==> src/rtl/fetch_pkg.sv <==
// fetch_pkg: shared definitions for the prefetching fetch stage.
//   - redirect-select encodings driven on contMux4
//   - fetch FSM state type (also exported on the debug state port)
//   - sequential PC increment
package fetch_pkg;

  localparam logic [1:0] SEL_NONE   = 2'b00;
  localparam logic [1:0] SEL_BRANCH = 2'b01;
  localparam logic [1:0] SEL_JAL    = 2'b10;
  localparam logic [1:0] SEL_JALR   = 2'b11;

  // S_IDLE: no request outstanding
  // S_WAIT: request outstanding, its response will be queued
  // S_DROP: request outstanding, its response will be discarded
  typedef enum logic [1:0] {
    S_IDLE = 2'd0,
    S_WAIT = 2'd1,
    S_DROP = 2'd2
  } fetchStateT;

  localparam int unsigned PC_INCR = 4;

endpackage

==> src/rtl/fetch_fifo.sv <==
// fetch_fifo: synchronous FIFO with flush, holding {pc, instruction} pairs.
// Ports:
//   clock, reset  : rising-edge clock, synchronous active-high reset
//   push, pushData: write one entry (ignored when full)
//   pop           : remove head entry (ignored when empty)
//   flush         : empty the queue; overrides push and pop in the same cycle
//   full, empty   : occupancy flags
//   headData      : head entry, forced to 0 while empty so it is never X
module fetch_fifo #(
  parameter int DEPTH = 4,
  parameter int WIDTH = 64
) (
  input  logic             clock,
  input  logic             reset,
  input  logic             push,
  input  logic [WIDTH-1:0] pushData,
  input  logic             pop,
  input  logic             flush,
  output logic             full,
  output logic             empty,
  output logic [WIDTH-1:0] headData
);

  localparam int AW = $clog2(DEPTH);
  localparam int CW = $clog2(DEPTH + 1);

  logic [WIDTH-1:0] store [DEPTH];
  logic [AW-1:0]    rdPtr;
  logic [AW-1:0]    wrPtr;
  logic [CW-1:0]    count;
  logic             doPush;
  logic             doPop;

  assign full   = (count == CW'(DEPTH));
  assign empty  = (count == '0);
  assign doPush = push && !full;
  assign doPop  = pop && !empty;

  // DEPTH is a power of two, so pointer increments wrap naturally.
  always_ff @(posedge clock) begin
    if (reset || flush) begin
      rdPtr <= '0;
      wrPtr <= '0;
      count <= '0;
    end else begin
      if (doPush) wrPtr <= wrPtr + AW'(1);
      if (doPop)  rdPtr <= rdPtr + AW'(1);
      case ({doPush, doPop})
        2'b10:   count <= count + CW'(1);
        2'b01:   count <= count - CW'(1);
        default: count <= count;
      endcase
    end
  end

  // Storage needs no reset: the head is masked whenever the queue is empty.
  always_ff @(posedge clock) begin
    if (doPush && !flush && !reset) store[wrPtr] <= pushData;
  end

  assign headData = empty ? '0 : store[rdPtr];

endmodule

==> src/rtl/fetch_prefetch.sv <==
// fetch_prefetch: fetch stage with PC register, redirect mux, handshaked
// instruction-memory requests and a small prefetch queue toward decode.
// Ports:
//   clock, reset        : rising-edge clock, synchronous active-high reset
//   contMux4            : redirect select (none / branch / JAL / JALR)
//   intExtend/JAL/JALR  : redirect targets (JALR bit 0 cleared)
//   imem_req_*          : fetch request channel (valid/ready, addr)
//   imem_rsp_*          : in-order response, at least 1 cycle after acceptance
//   out_valid/out_ready : queue head handshake toward decode
//   outINPUT, outPC     : head instruction and its PC
//   dbgState            : current fetch FSM state
//
// Handshakes: a transfer happens in a cycle where valid && ready are both
// high at the rising edge. The fetch side may drop imem_req_valid before it
// is accepted (on a redirect); no payload is otherwise changed while waiting.
module fetch_prefetch
  import fetch_pkg::*;
#(
  parameter int              XLEN     = 32,
  parameter int              DEPTH    = 4,
  parameter logic [XLEN-1:0] RESET_PC = '0
) (
  input  logic            clock,
  input  logic            reset,
  input  logic [1:0]      contMux4,
  input  logic [XLEN-1:0] intExtend,
  input  logic [XLEN-1:0] intJAL,
  input  logic [XLEN-1:0] intJALR,
  output logic            imem_req_valid,
  input  logic            imem_req_ready,
  output logic [XLEN-1:0] imem_req_addr,
  input  logic            imem_rsp_valid,
  input  logic [XLEN-1:0] imem_rsp_data,
  output logic            out_valid,
  input  logic            out_ready,
  output logic [XLEN-1:0] outINPUT,
  output logic [XLEN-1:0] outPC,
  output fetchStateT      dbgState
);

  fetchStateT        state;
  fetchStateT        stateNext;
  logic [XLEN-1:0]   pc;
  logic [XLEN-1:0]   reqPc;
  logic [XLEN-1:0]   target;
  logic              redirect;
  logic              accept;
  logic              push;
  logic              full;
  logic              empty;
  logic [2*XLEN-1:0] headData;

  assign redirect = (contMux4 != SEL_NONE);

  always_comb begin
    target = pc;
    case (contMux4)
      SEL_BRANCH: target = intExtend;
      SEL_JAL:    target = intJAL;
      SEL_JALR:   target = {intJALR[XLEN-1:1], 1'b0};
      default:    target = pc;
    endcase
  end

  // Requests only start from IDLE, so at most one is ever outstanding. A
  // redirect turns an outstanding request into one whose response is dropped.
  always_comb begin
    stateNext      = state;
    imem_req_valid = 1'b0;
    push           = 1'b0;
    case (state)
      S_IDLE: begin
        imem_req_valid = !reset && !full && !redirect;
        if (imem_req_valid && imem_req_ready) stateNext = S_WAIT;
      end
      S_WAIT: begin
        if (imem_rsp_valid) begin
          push      = !redirect;
          stateNext = S_IDLE;
        end else if (redirect) begin
          stateNext = S_DROP;
        end
      end
      S_DROP: begin
        if (imem_rsp_valid) stateNext = S_IDLE;
      end
      default: stateNext = S_IDLE;
    endcase
  end

  assign accept = imem_req_valid && imem_req_ready;

  always_ff @(posedge clock) begin
    if (reset) begin
      state <= S_IDLE;
      pc    <= RESET_PC;
      reqPc <= '0;
    end else begin
      state <= stateNext;
      if (redirect)    pc <= target;
      else if (accept) pc <= pc + XLEN'(PC_INCR);
      if (accept) reqPc <= pc;
    end
  end

  fetch_fifo #(
    .DEPTH (DEPTH),
    .WIDTH (2 * XLEN)
  ) u_fifo (
    .clock    (clock),
    .reset    (reset),
    .push     (push),
    .pushData ({reqPc, imem_rsp_data}),
    .pop      (out_valid && out_ready),
    .flush    (redirect),
    .full     (full),
    .empty    (empty),
    .headData (headData)
  );

  assign imem_req_addr = pc;
  assign out_valid     = !empty;
  assign outPC         = headData[2*XLEN-1:XLEN];
  assign outINPUT      = headData[XLEN-1:0];
  assign dbgState      = state;

endmodule

==> config.mk <==
export PLATFORM = sky130hd
export DESIGN_NAME = fetch_prefetch
export DESIGN_NICKNAME = d
export VERILOG_FILES = /design/src/rtl/fetch_pkg.sv /design/src/rtl/fetch_fifo.sv /design/src/rtl/fetch_prefetch.sv
export SDC_FILE = /design/constraint.sdc
export NUM_CORES = 1
export LEC_CHECK = 0
export CAP_MARGIN = 40
export CORE_MARGIN = 2
export CORE_UTILIZATION = 25
export CTS_BUF_LIST = sky130_fd_sc_hd__clkbuf_2 sky130_fd_sc_hd__clkbuf_4 sky130_fd_sc_hd__clkbuf_8
export CTS_CLUSTER_DIAMETER = 60
export DETAILED_ROUTE_END_ITERATION = 8
export SLEW_MARGIN = 20
export SYNTH_ARGS = -nofsm -noshare
export SYNTH_HDL_FRONTEND = slang
export SYNTH_HIERARCHICAL = 1
export SYNTH_SLANG_ARGS = --single-unit
==> constraint.sdc <==
create_clock -name clock -period 4.9 [get_ports clock]
set_clock_uncertainty 0.2 [all_clocks]
set_input_delay 1.225 -clock clock [delete_from_list [all_inputs] [get_ports clock]]
set_output_delay 1.225 -clock clock [all_outputs]
set_load 0.05 [all_outputs]
**PDN straps and rails**

Pins as bars on the die edge. Tap cells in gray.
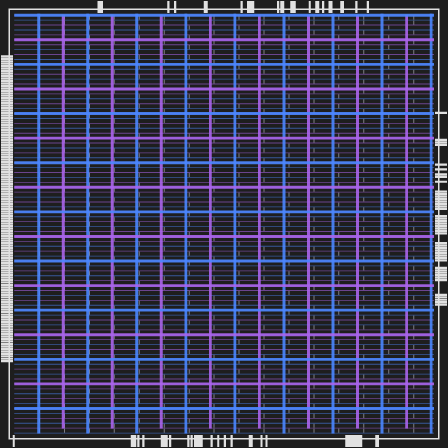
Key: blue = VSS; purple = VDD
86 met1 rails follow the rows. The core has 85 rows.
Die X: 237 um
Peak VDD IR: 168 uV

**Cells colored by class**

The bar under the picture is 50 um long.
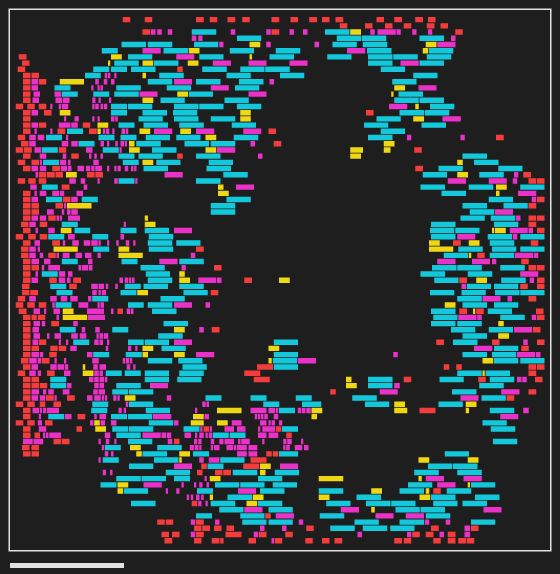
Key: cyan = flops [cells 331, share of their area 53%]; magenta = all other logic [cells 479, share of their area 24%]; yellow = clock drivers and dummy loads [cells 112, share of their area 8.1%]; red = other buffers and delay cells [cells 259, share of their area 15%]
placeable core area: 53700 um^2
Seq area share: 50.7%
final core utilization: 33.8%

**Clock wiring as the flow saved it**

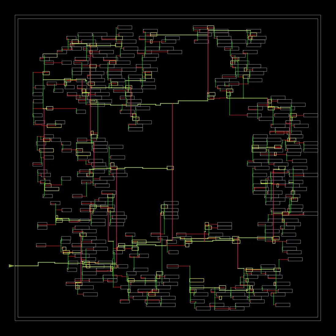
clock-net power: 2.96 mW
clk_lat worst skew: 670 ps

==> impl_metrics.py <==
# Metrics from the implementation run
metrics = {
    "drt": {
        "drt-initial-drc-count": 364,
        "drc": 0,
        "drt-pass1-iter-count": 5,
        "ant_nets": 0,
        "num_vias": 8415,
        "wl_um": 34800,
        "via_per_inst": 4.48,
        "wire_per_inst_um": 18.6,
    },
    "synth": {
        "yosys_cells": 868,
        "postSynthAreaPerCell_um2": 15.6,
        "synthCells": 868,
        "common_cells": "edfxtp_1, nand2_1, dfxtp_1",
        "synth_seq_share_pct": 67.8,
        "synth_top_cell_by_count": "edfxtp_1",
        "syn-num-nets": 1013,
        "synth_top_area_share_pct": 56.7,
        "synthArstFlopShare_pct": 0,
        "edf_count": 256,
        "largest_area_cell": "edfxtp_1",
        "synthesis.area_um2": 13500,
        "synth_flops": 331,
    },
    "final_timing": {
        "rsz0062_at_grt": "false",
        "holdWs_ps": 280,
        "min_period_over_period_pct": 93.0,
        "maxSlewHeadroom_pct": 50.1,
        "worst_slew_pin_slew_ps": 743,
        "final.setup.tns_ps": 0,
        "period_needed_ps": 4560,
        "finalSetupViolCount": 0,
        "fmax_ghz": 0.219,
    },
    "die": {
        "rows": 85,
        "chipArea_um2": 56100,
        "initCoreUtil_pct": 25.2,
        "ios": 235,
    },
    "cells_and_area": {
        "layout_top_cells": "edfxtp_1, clkdlybuf4s50_1, nand2_1",
        "lay_top_count": "edfxtp_1",
        "num-fill-cells": 5286,
        "fin_cells": 1877,
        "layout-drive-gt1-share_pct": 18.4,
        "postLayoutCellArea_um2": 18200,
        "final_nets": 1275,
        "diodes": 0,
        "syn_to_final_growth_pct": 34.0,
    },
    "clocking": {
        "post_cts_resized": 0,
        "clock_sinks": 331,
        "cts_tree": "yes",
        "cts_setup_buffers": 0,
        "clockBufferDepth": 3,
        "htree_num_levels": 2,
        "holdBufCountCts": 0,
        "clkSlewWorstSetupHoldPaths_ps": 60,
        "cts-root-buf": "clkbuf_8",
        "numCtsBuffers": 59,
    },
    "power": {
        "powerDensity_nw_per_um2": 354,
        "total_power_mw": 6.42,
    },
    "global_routing": {
        "antenna_found_initial": 0,
        "grt_pass1_wl_um": 52300,
        "gr-usage-all-layers_pct": 12.3,
        "grt_max_degree": 62,
        "grt_pass1_vias": 8790,
        "globalRoute.totalOverflow": 0,
    },
    "place": {
        "place_hpwl_um": 23400,
        "dp.cells": 1765,
        "gp_congestion": 0.762,
        "pre_cts_slack_ps": 658,
        "io_buffers": 233,
        "place_area_um2": 16800,
    },
    "worst_setup_path": {
        "worstPathCellList": "buf_12 -> buf_4 -> mux4_2 -> nor2b_1 -> clkdlybuf4s50_1",
        "slowest_delay_ps": 720,
        "crit_arrival_ps": 3130,
        "reg2reg_to": "imem_req_addr[22]$_SDFFE_PP0P_",
        "worst-r2r-setup-slack_ps": 1970,
        "crit-reg2reg-launch": "u_fifo/count[0]$_SDFFE_PP0P_",
        "path_max_fanout": 20,
        "cp-start-kind": "flop",
        "end_kind": "output port",
        "criticalPathCategory": "flop to output port",
        "required_ps": 3470,
        "crit_slowest_cell": "clkdlybuf4s50_1",
    },
    "status": {
        "outcome": "finished clean",
    },
    "job": {
        "cap_violations": 0,
        "warning_count": 33,
    },
    "min_path": {
        "min_path_type": "flop to flop",
        "min_path_cells": 2,
    },
}
[where the power goes]
group          total, mW  internal, mW  leakage (nW)  switching [mW]
Combinational      0.387         0.182          2.07           0.205
Clock               2.96          1.74         0.705            1.22
Sequential          3.08          3.03          2.71          0.0470
[per-layer routing]
metal / up-vias / track usage (%) / part of all wire, %
li1: 3916 / - / -
met1: 4179 / 15.1 / 43
met2: 270 / 20.7 / 48
met3: 50 / 4.10 / 7.2
met4: 0 / 3.34 / 1.8
met5: - / 0 / 0
[sequential cells by signal, indices dropped and copies added (netlist names), named ones only]
register / count
u_fifo/count: 3
imem_req_addr: 32
dbgState: 2
u_fifo/store: 256
u_fifo/rdPtr: 2
u_fifo/wrPtr: 2
reqPc: 32
[cell families (layout without fill, tap and decap cells)]
family	count (synthesis)	after routing	synth area share, %
and+or+nand+nor	242	242	9.64
buffers and inverters	74	387	2.71
muxes	65	65	10.7
AOI/OAI and AO/OA	121	121	6.52
DFF	331	331	67.8
adders and majority gates	10	10	0.979
xor gates and xnor gates	25	25	1.62
[layout make-up]
cell class                 count  area [um^2]  area share, %
sequential                   331         9200           50.7
multi-input combinational    463         4020           22.1
tap                          696          871           4.80
inverter                      16         60.1          0.331
clock inverter                39          435           2.40
timing repair buffer         259         2610           14.4
clock buffer                  73          961           5.29
[critical path: cells and delay by family, from the launching register on]
family        cells  cell delay, ps
flops             1             640
simple gates      1             150
mux               1             500
buf+inv           3            1160
[worst max-delay path by stage]
stage | to | start
finish | outPC[19] | flop
global route | outPC[19] | flop
CTS | outPC[19] | flop
detailed placement | u_fifo/count[2]$_SDFFE_PP0P_ | contMux4[0]
global placement | u_fifo/store[0][19]$_DFFE_PP_ | contMux4[1]
floorplan | imem_req_valid | contMux4[0]
Power figures rest on the tool's default switching activity, not on a simulated workload.
